**Power grid**

Pins as bars on the die edge.
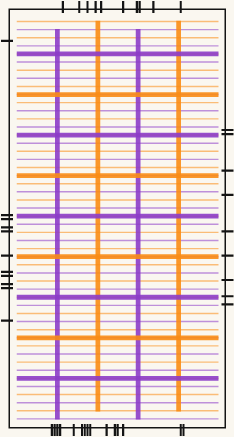
**Cell classes on the final placement**

Scale bar: 20 um.
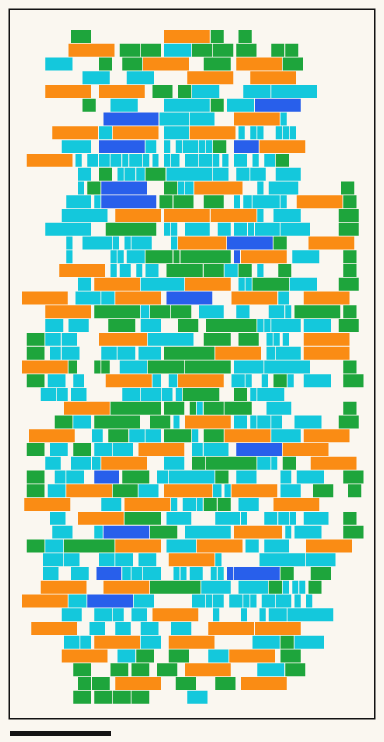
**Clock distribution**

Scale bar: 20 um.
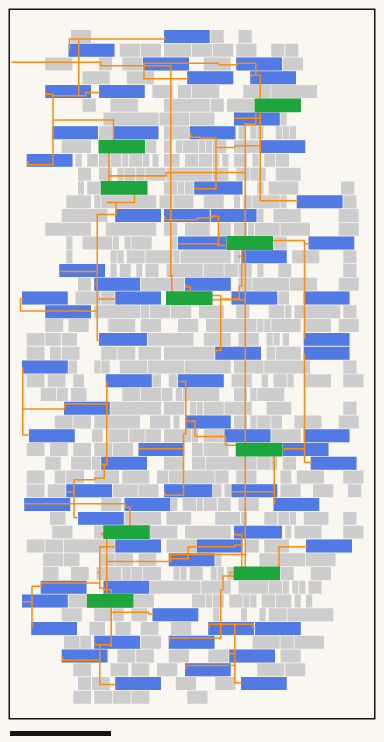
===== src/rtl/bcd_pkg.sv =====
// bcd_pkg: shared defaults and state encoding for the binary-to-BCD converter.
//   ANCHO_DEF    default binary input width (matches multiplier Producto)
//   DIGITOS_DEF  default number of BCD digits produced
//   ESPERA/CONVIRTIENDO/LISTO  FSM state codes (2'd3 is treated as ESPERA)
//   ancho_cnt_w  width of an iteration counter able to hold ANCHO
package bcd_pkg;

  localparam int unsigned ANCHO_DEF   = 17;
  localparam int unsigned DIGITOS_DEF = 6;

  localparam logic [1:0] ESPERA       = 2'd0;
  localparam logic [1:0] CONVIRTIENDO = 2'd1;
  localparam logic [1:0] LISTO        = 2'd2;

  localparam int unsigned CNT_W_DEF = $clog2(ANCHO_DEF + 1);

  function automatic int unsigned ancho_cnt_w(input int unsigned ancho);
    return $clog2(ancho + 1);
  endfunction

endpackage


===== src/rtl/ajuste_digito.sv =====
// ajuste_digito: double-dabble correction for one BCD digit.
//   digito    in  4  scratch digit before the shift
//   ajustado  out 4  digito+3 when digito >= 5, otherwise unchanged
module ajuste_digito (
  input  logic [3:0] digito,
  output logic [3:0] ajustado
);

  always_comb begin
    ajustado = digito;
    if (digito >= 4'd5) ajustado = digito + 4'd3;
  end

endmodule


===== src/rtl/bin_a_bcd.sv =====
// bin_a_bcd: sequential binary-to-BCD converter, one shift-and-add-3
// iteration per clock. Sits downstream of the shift-add multiplier.
//   Clock    in             system clock, rising edge
//   Reset    in             asynchronous, active-low reset
//   Start    in             conversion request (ignored while converting)
//   Binario  in  ANCHO      unsigned value, sampled on the accepting edge
//   Ready    out            BCD holds a completed result and block is idle
//   BCD      out 4*DIGITOS  packed BCD, digit 0 (units) in bits [3:0]
module bin_a_bcd
  import bcd_pkg::*;
#(
  parameter int unsigned ANCHO   = ANCHO_DEF,
  parameter int unsigned DIGITOS = DIGITOS_DEF
) (
  input  logic                   Clock,
  input  logic                   Reset,
  input  logic                   Start,
  input  logic [ANCHO-1:0]       Binario,
  output logic                   Ready,
  output logic [4*DIGITOS-1:0]   BCD
);

  localparam int unsigned CW = ancho_cnt_w(ANCHO);

  logic [1:0]           estado;
  logic [CW-1:0]        cuenta;
  logic [ANCHO-1:0]     desp;
  logic [4*DIGITOS-1:0] scratch;
  logic [4*DIGITOS-1:0] scratch_aj;
  logic [4*DIGITOS-1:0] scratch_nx;
  logic [ANCHO-1:0]     desp_nx;
  logic [4*DIGITOS-1:0] bcd_q;
  logic                 ready_q;

  for (genvar g = 0; g < DIGITOS; g++) begin : g_ajuste
    ajuste_digito u_ajuste (
      .digito   (scratch[4*g +: 4]),
      .ajustado (scratch_aj[4*g +: 4])
    );
  end

  // Shifting the whole {scratch, shift reg} vector drops the scratch MSB,
  // which the algorithm guarantees is zero for valid ANCHO/DIGITOS.
  assign {scratch_nx, desp_nx} = {scratch_aj, desp} << 1;

  always_ff @(posedge Clock or negedge Reset) begin
    if (!Reset) begin
      estado  <= ESPERA;
      cuenta  <= '0;
      desp    <= '0;
      scratch <= '0;
      bcd_q   <= '0;
      ready_q <= 1'b0;
    end else begin
      case (estado)
        CONVIRTIENDO: begin
          scratch <= scratch_nx;
          desp    <= desp_nx;
          cuenta  <= cuenta - CW'(1);
          if (cuenta == CW'(1)) begin
            bcd_q   <= scratch_nx;
            ready_q <= 1'b1;
            estado  <= LISTO;
          end
        end
        // ESPERA, LISTO and the unused code all wait for Start.
        default: begin
          if (Start) begin
            desp    <= Binario;
            scratch <= '0;
            cuenta  <= CW'(ANCHO);
            ready_q <= 1'b0;
            estado  <= CONVIRTIENDO;
          end
        end
      endcase
    end
  end

  assign Ready = ready_q;
  assign BCD   = bcd_q;

endmodule

===== config.mk =====
export PLATFORM = sky130hd
export DESIGN_NAME = bin_a_bcd
export DESIGN_NICKNAME = d
export VERILOG_FILES = /design/src/rtl/bcd_pkg.sv /design/src/rtl/ajuste_digito.sv /design/src/rtl/bin_a_bcd.sv
export SDC_FILE = /design/constraint.sdc
export NUM_CORES = 1
export LEC_CHECK = 0
export CAP_MARGIN = 20
export CORE_ASPECT_RATIO = 2
export CORE_MARGIN = 2
export CORE_UTILIZATION = 40
export DETAILED_ROUTE_END_ITERATION = 6
export GPL_TIMING_DRIVEN = 0
export SETUP_SLACK_MARGIN = 0.15
export SLEW_MARGIN = 20
export SYNTH_ARGS = -nofsm -noshare
export SYNTH_HDL_FRONTEND = slang
export SYNTH_HIERARCHICAL = 1
export SYNTH_SLANG_ARGS = --single-unit

===== constraint.sdc =====
create_clock -name Clock -period 1.3 [get_ports Clock]
set_input_delay 0.26 -clock Clock [delete_from_list [all_inputs] [get_ports Clock]]
set_output_delay 0.26 -clock Clock [all_outputs]
set_load 0.05 [all_outputs]

==> reports/qor.csv <==
stage,metric,value,unit
detailed_routing,drc_errors,0,
critical_path,crit_path_top_delay_cell,dfrtp_1,
pwr,vdd_drop_max,1.288,mV
floorplanning,die_w,71.94,um
sta,finalWorstSetupSlack,-0.1675,ns
floorplanning,fp_util,40.97,%
outcome,violations,negative setup slack,
layout,area_growth,65.06,%
global_routing,grt_antenna_before_repair,0,
sta,setup_viol,50,
sta,finalHoldViolations,0,
global_routing,grt_max_degree,48,
synthesis,syn_area,3692,sq um
synthesis,synth.net_count,387,
pwr,finalPower,0.01760,W
outcome,status,"finished, violations left",
placed_design,dp.final_hpwl,5269,um
layout,drive_above_1_share,53.46,%
flow_run,warnings,36,
cts,worstSkewPairLatency,0.34,ns
detailed_routing,vias,2984,
synthesis,syn_area_per_cell,10.46,sq um
critical_path,arrival,1.69,ns
sta,finClkSkew,0.006056,ns
About 'power grid':
Key: purple = VSS; orange = VDD
50 met1 rails follow the rows. 4 straps on met4. 45 signal pins sit on the boundary.

About 'cell classes on the final placement':
Key: blue = clock drivers and dummy loads [cells 16]; cyan = combinational and other logic [cells 264]; orange = sequential cells [cells 72]; green = remaining buffers and delay cells [cells 125]

About 'clock distribution':
Key: orange = clock wires [length 1020 um]; blue = flip-flops [count 72]; green = clock drivers [count 9]
Position of the flops: spread over the die. There are 10 routed clock nets.

[power breakdown]
| group | internal (W) | leakage (nW) | switching (W) |
|---|---|---|---|
| clock network | 0.00184 | 0.163 | 0.000921 |
| registers | 0.00323 | 0.911 | 0.000985 |
| logic | 0.00561 | 1.88 | 0.00501 |
[through the flow]
| stage | area, sq um | cells | TNS (ns) | hold WS (ns) |
|---|---|---|---|---|
| 6_report | 6095 | 579 | -4.695 | 0.3879 |
| 4_1_cts | 5731 | 553 | -4.165 | 0.3917 |
| 3_5_place_dp | 4408 | 499 | -9.025 | 0.2021 |
| 2_1_floorplan | 3825 | 353 | -3.012 | -0.03559 |
| 3_3_place_gp | 4383 | 498 | -198.17 | 0.4616 |
| 5_1_grt | 6095 | 579 | -8.145 | 0.4232 |
[final timing paths]
kind,to,slack [ns],depth (start not counted)
max,BCD[1],-0.17,6
min,desp[4],0.39,2
max reg2reg,BCD[1],-0.17,6
min reg2reg,desp[11],0.48,2
max in group asynchronous,scratch[16],0.33,3
min in group Clock,desp[16],0.41,3
[what timing repair did]
item / 4_1_cts / 5_1_grt
pin swaps: 37 / 27
cloned: 10 / 0
setup endpoints to repair: 97 / 97
hold buffers: 1 / 0
resized: 316 / 44
endpoints found under the hold margin: 25 / 0
buffers inserted: 27 / 27
[routing by layer]
| layer | wire [um] | track usage, % |
|---|---|---|
| met5 | 0 | 0 |
| met4 | 222 | 8.640 |
| met3 | 212 | 3.403 |
| met2 | 5348 | 33.24 |
| met1 | 3542 | 22.22 |
[final cells by class]
class	instances	area (sq um)	area share, %
plain buffers	17	227.7	3.736
clock buffers	14	274.0	4.496
clock inverters	2	60.06	0.9854
inverters	15	56.30	0.9238
multi-input cells	249	2300	37.73
flip-flops and latches	72	1808	29.67
well taps	102	127.6	2.094
repair buffers	108	1241	20.37
Power and IR drop assume default switching activity.
